### config.mk
export PLATFORM = sky130hd
export DESIGN_NAME = pcm16_to_double_flat
export DESIGN_NICKNAME = d
export VERILOG_FILES = /design/src/rtl/pcm16_to_double_if.sv /design/src/rtl/pcm16_to_double.sv /design/src/flat_wrapper.sv
export SDC_FILE = /design/constraint.sdc
export NUM_CORES = 1
export LEC_CHECK = 0
export ABC_AREA = 1
export CELL_PAD_IN_SITES_DETAIL_PLACEMENT = 0
export CELL_PAD_IN_SITES_GLOBAL_PLACEMENT = 2
export CORE_ASPECT_RATIO = 0.75
export CORE_MARGIN = 10
export CORE_UTILIZATION = 24
export DETAILED_ROUTE_END_ITERATION = 10
export PLACE_DENSITY_LB_ADDON = 0.1
export SLEW_MARGIN = 5
export SYNTH_ARGS = -nofsm -noshare
export SYNTH_HDL_FRONTEND = slang
export SYNTH_SLANG_ARGS = --single-unit
### constraint.sdc
create_clock -name clk -period 1.3 [get_ports clk]
set_input_delay 0.26 -clock clk [delete_from_list [all_inputs] [get_ports clk]]
set_output_delay 0.26 -clock clk [all_outputs]
set_load 0.005 [all_outputs]
### src/rtl/pcm16_to_double_if.sv
// Handshake bundle for the PCM16 to IEEE-754 double converter.
// The sample side and the result side both use valid/ready; busy is a status flag.
interface pcm16_to_double_if;
  logic        in_valid;
  logic        in_ready;
  logic [15:0] in_sample;
  logic        out_valid;
  logic        out_ready;
  logic [63:0] out_double;
  logic        busy;

  modport master (
    output in_valid,
    output in_sample,
    output out_ready,
    input  in_ready,
    input  out_valid,
    input  out_double,
    input  busy
  );

  modport slave (
    input  in_valid,
    input  in_sample,
    input  out_ready,
    output in_ready,
    output out_valid,
    output out_double,
    output busy
  );
endinterface

### src/rtl/pcm16_to_double.sv
// Converts signed 16-bit PCM samples to IEEE-754 doubles scaled by 2^SCALE_EXP,
// normalising the magnitude one left shift per clock.
module pcm16_to_double #(
  parameter int SCALE_EXP = 0
) (
  input  logic                  clk,
  input  logic                  rst,
  pcm16_to_double_if.slave      bus
);

  typedef enum logic [2:0] {
    IDLE = 3'd0,
    LOAD = 3'd1,
    NORM = 3'd2,
    PACK = 3'd3,
    DONE = 3'd4
  } state_t;

  // Bias and scale fold into one constant; the legal scale range keeps it positive.
  localparam logic [10:0] EXP_BASE = 11'(1023 + SCALE_EXP);

  function automatic logic [15:0] magnitude16(input logic [15:0] s);
    magnitude16 = s[15] ? (~s + 16'd1) : s;
  endfunction

  state_t      state_r, state_next_s;
  logic [15:0] sample_r, sample_next_s;
  logic        sign_r, sign_next_s;
  logic [15:0] mag_r, mag_next_s;
  logic [3:0]  e_r, e_next_s;
  logic [63:0] dbl_r, dbl_next_s;
  logic        out_valid_r, out_valid_next_s;
  logic [10:0] exp_field_s;

  assign exp_field_s    = EXP_BASE + {7'd0, e_r};
  assign bus.in_ready   = (state_r == IDLE) && !rst;
  assign bus.busy       = (state_r != IDLE);
  assign bus.out_valid  = out_valid_r;
  assign bus.out_double = dbl_r;

  // State and datapath registers with synchronous reset.
  always_ff @(posedge clk) begin
    if (rst) begin
      state_r     <= IDLE;
      sample_r    <= 16'd0;
      sign_r      <= 1'b0;
      mag_r       <= 16'd0;
      e_r         <= 4'd0;
      dbl_r       <= 64'd0;
      out_valid_r <= 1'b0;
    end else begin
      state_r     <= state_next_s;
      sample_r    <= sample_next_s;
      sign_r      <= sign_next_s;
      mag_r       <= mag_next_s;
      e_r         <= e_next_s;
      dbl_r       <= dbl_next_s;
      out_valid_r <= out_valid_next_s;
    end
  end

  // Next-state and datapath update for the accept/load/normalise/pack/deliver sequence.
  always_comb begin
    state_next_s     = state_r;
    sample_next_s    = sample_r;
    sign_next_s      = sign_r;
    mag_next_s       = mag_r;
    e_next_s         = e_r;
    dbl_next_s       = dbl_r;
    out_valid_next_s = out_valid_r;

    case (state_r)
      IDLE: begin
        if (bus.in_valid) begin
          sample_next_s = bus.in_sample;
          state_next_s  = LOAD;
        end else begin
          state_next_s  = IDLE;
        end
      end

      LOAD: begin
        sign_next_s = sample_r[15];
        mag_next_s  = magnitude16(sample_r);
        e_next_s    = 4'd15;
        // A zero sample skips normalisation but still passes through PACK.
        if (sample_r == 16'd0) begin
          state_next_s = PACK;
        end else begin
          state_next_s = NORM;
        end
      end

      NORM: begin
        if (!mag_r[15]) begin
          mag_next_s   = {mag_r[14:0], 1'b0};
          e_next_s     = e_r - 4'd1;
          state_next_s = NORM;
        end else begin
          state_next_s = PACK;
        end
      end

      PACK: begin
        if (mag_r == 16'd0) begin
          dbl_next_s = 64'd0;
        end else begin
          dbl_next_s = {sign_r, exp_field_s, mag_r[14:0], 37'd0};
        end
        out_valid_next_s = 1'b1;
        state_next_s     = DONE;
      end

      DONE: begin
        if (bus.out_ready) begin
          out_valid_next_s = 1'b0;
          state_next_s     = IDLE;
        end else begin
          out_valid_next_s = 1'b1;
          state_next_s     = DONE;
        end
      end

      default: begin
        out_valid_next_s = 1'b0;
        state_next_s     = IDLE;
      end
    endcase
  end

endmodule
### src/flat_wrapper.sv
// flat-port wrapper written by rule: the top's interface ports become plain ports
module pcm16_to_double_flat 
#(
  parameter int SCALE_EXP = 0
)
  (clk, rst, bus_in_valid, bus_in_sample, bus_out_ready, bus_in_ready, bus_out_valid, bus_out_double, bus_busy);
  pcm16_to_double_if bus_i ();
  input  logic clk;
  input  logic rst;
  input wire logic [$bits(bus_i.in_valid)-1:0] bus_in_valid;
  input wire logic [$bits(bus_i.in_sample)-1:0] bus_in_sample;
  input wire logic [$bits(bus_i.out_ready)-1:0] bus_out_ready;
  output wire logic [$bits(bus_i.in_ready)-1:0] bus_in_ready;
  output wire logic [$bits(bus_i.out_valid)-1:0] bus_out_valid;
  output wire logic [$bits(bus_i.out_double)-1:0] bus_out_double;
  output wire logic [$bits(bus_i.busy)-1:0] bus_busy;
  assign bus_i.in_valid = bus_in_valid;
  assign bus_i.in_sample = bus_in_sample;
  assign bus_i.out_ready = bus_out_ready;
  assign bus_in_ready = bus_i.in_ready;
  assign bus_out_valid = bus_i.out_valid;
  assign bus_out_double = bus_i.out_double;
  assign bus_busy = bus_i.busy;
  pcm16_to_double #(.SCALE_EXP(SCALE_EXP)) u_core (.clk(clk), .rst(rst), .bus(bus_i));
endmodule
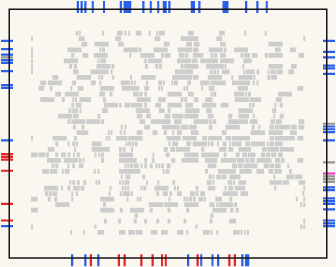
(I/O pins on the die edge)
Pins as bars across the die edge, other pins in grey.
| port | colour | pins | direction | edge |
|---|---|---|---|---|
| bus_out_double | blue | 64 | output | 25 top, 19 right, 10 bottom, 10 left |
| bus_in_sample | red | 16 | input | 10 bottom, 6 left |
| bus_in_ready | magenta | 1 | output | right |
all pins by edge: 25 right, 25 top, 20 bottom, 17 left
die height: 121.6 µm
width of the die: 155.4 µm
quantity of I/O buffers inserted on ports: 49

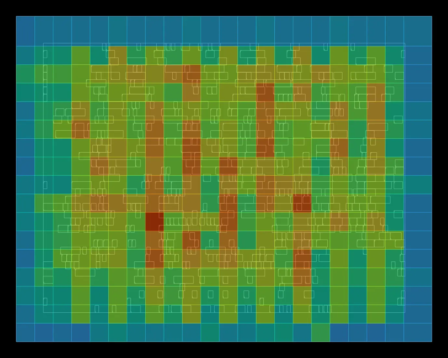
(routing congestion map)
post-layout utilization of the core: 38.32%
overall fraction of global-route tracks in use: 11.01%

==> results.txt <==
Physical implementation.

- The cell-mix breakdown from Yosys lists the compound-gate area share as 23.31%.
- According to the report, the first pass of detailed routing completed in 4 iterations.
- The prevailing logic family in the synthesized netlist is AND-OR/OR-AND gates.
- Endpoints with negative setup slack in the final report add up to 48.
- The chip occupies 0.01889 mm².
- Endpoints failing hold in the final report were tallied at 0.
- The checks that failed: setup timing.
- The post-layout worst setup margin is -0.1125 ns.
- The internal power summed over all cells is 0.004632 W.
- The run finished, with violations left.
- After clock tree synthesis, the setup repair step added 12 buffers.
- The initial antenna violation count is 0.
- The synthesized design contains 0 enable-type register cells.
- The final critical path takes up 108.7% of the cycle.
- The weighted congestion at the end of routability-driven global placement is 0.7514.
- The placement stage leaves a total instance area of 0.004106 mm².
- The nature of the critical path startpoint is a flop.
- The worst register-to-register path begins at u_core.state_r[0].
- The number of max-slew violations in the final report is 0.
- The unique cell type count in the Yosys netlist is 36.
- The largest fanout on the critical path is 8.
- The post-route minimum period is 1.413 ns.
- The multiplexer fraction of the synthesized cell area is 0%.
- Per the CTS log, the root buffer master is sky130_fd_sc_hd__clkbuf_16.
- Setup repair after global routing could not meet its margin everywhere.
-- placed cells by master (no fill, tap or decap), types with 4 or more instances in the layout --
master                             n
sky130_fd_sc_hd__o21ai_0          19
sky130_fd_sc_hd__dfxtp_2           5
sky130_fd_sc_hd__buf_6            13
sky130_fd_sc_hd__nand2_1          42
sky130_fd_sc_hd__a21oi_2          19
sky130_fd_sc_hd__a21oi_1          44
sky130_fd_sc_hd__buf_4            41
sky130_fd_sc_hd__nor2_1           29
sky130_fd_sc_hd__buf_16            4
sky130_fd_sc_hd__nand3_1          22
sky130_fd_sc_hd__dlygate4sd2_1    28
sky130_fd_sc_hd__o21ai_2          21
sky130_fd_sc_hd__a31oi_1           4
sky130_fd_sc_hd__clkbuf_16        12
sky130_fd_sc_hd__nand2_4           4
sky130_fd_sc_hd__dfxtp_1          59
sky130_fd_sc_hd__inv_4             4
sky130_fd_sc_hd__nand2_2           5
sky130_fd_sc_hd__nand3_4           4
sky130_fd_sc_hd__inv_2             4
sky130_fd_sc_hd__buf_12            7
sky130_fd_sc_hd__conb_1           37
sky130_fd_sc_hd__o21ai_1          24
sky130_fd_sc_hd__clkbuf_8          4
sky130_fd_sc_hd__clkdlybuf4s50_1  19
sky130_fd_sc_hd__inv_1            36
-- stage by stage --
stage,power (W),cells,hold WS [ns]
finish,0.006644,730,0.4702
global route,0.007022,730,0.4871
CTS,0.006608,718,0.4742
detailed placement,0.003676,686,0.4757
global placement,0.003676,686,0.4670
floorplan,0.003206,478,0.3262
-- area by class of cell --
type	count	area (µm²)
Timing Repair Buffer	118	1250
Clock buffer	13	280.3
Tap cell	175	219.0
Timing Repair inverter	2	18.77
Clock inverter	2	35.03
Sequential cell	65	1311
Inverter	47	214.0
Fill cell	1440	8396
Multi-Input combinational cell	308	1887
-- worst max-delay path, stage by stage, from the launching register on --
cell	delay, ns
sky130_fd_sc_hd__dfxtp_4	0.36
sky130_fd_sc_hd__buf_6	0.12
sky130_fd_sc_hd__inv_4	0.05
sky130_fd_sc_hd__nand3_4	0.08
sky130_fd_sc_hd__buf_12	0.15
sky130_fd_sc_hd__inv_8	0.06
sky130_fd_sc_hd__nand2_8	0.06
sky130_fd_sc_hd__nand2_8	0.14
sky130_fd_sc_hd__buf_12	0.16
sky130_fd_sc_hd__a21oi_2	0.04
sky130_fd_sc_hd__a21oi_1	0.12
-- state kept, by name, indices dropped and copies added (netlist names) --
name / count
u_core.bus.out_double: 24
u_core.bus.out_valid: 1
u_core.e_r: 4
u_core.mag_r: 16
u_core.sample_r: 16
u_core.sign_r: 1
u_core.state_r: 3
-- metal layers --
layer  vias up  GRT usage (%)  wire length (µm)
li1       1625              -                 -
met1      1480          14.07              5375
met2        63          17.49              4905
met3        12          3.380               585
met4         0          3.384               119
met5         -              0                 0
-- power by group through the flow --
| stage | clock network [W] | logic (W) | registers (W) |
|---|---|---|---|
| after floorplan | 0 | 0.000909 | 0.00230 |
| after global placement | 0 | 0.00135 | 0.00233 |
| after detailed placement | 0 | 0.00135 | 0.00233 |
| after CTS | 0.00265 | 0.00165 | 0.00231 |
| after global routing | 0.00274 | 0.00194 | 0.00234 |
| final | 0.00257 | 0.00176 | 0.00231 |
Power figures rest on the tool's default switching activity, not on a simulated workload.
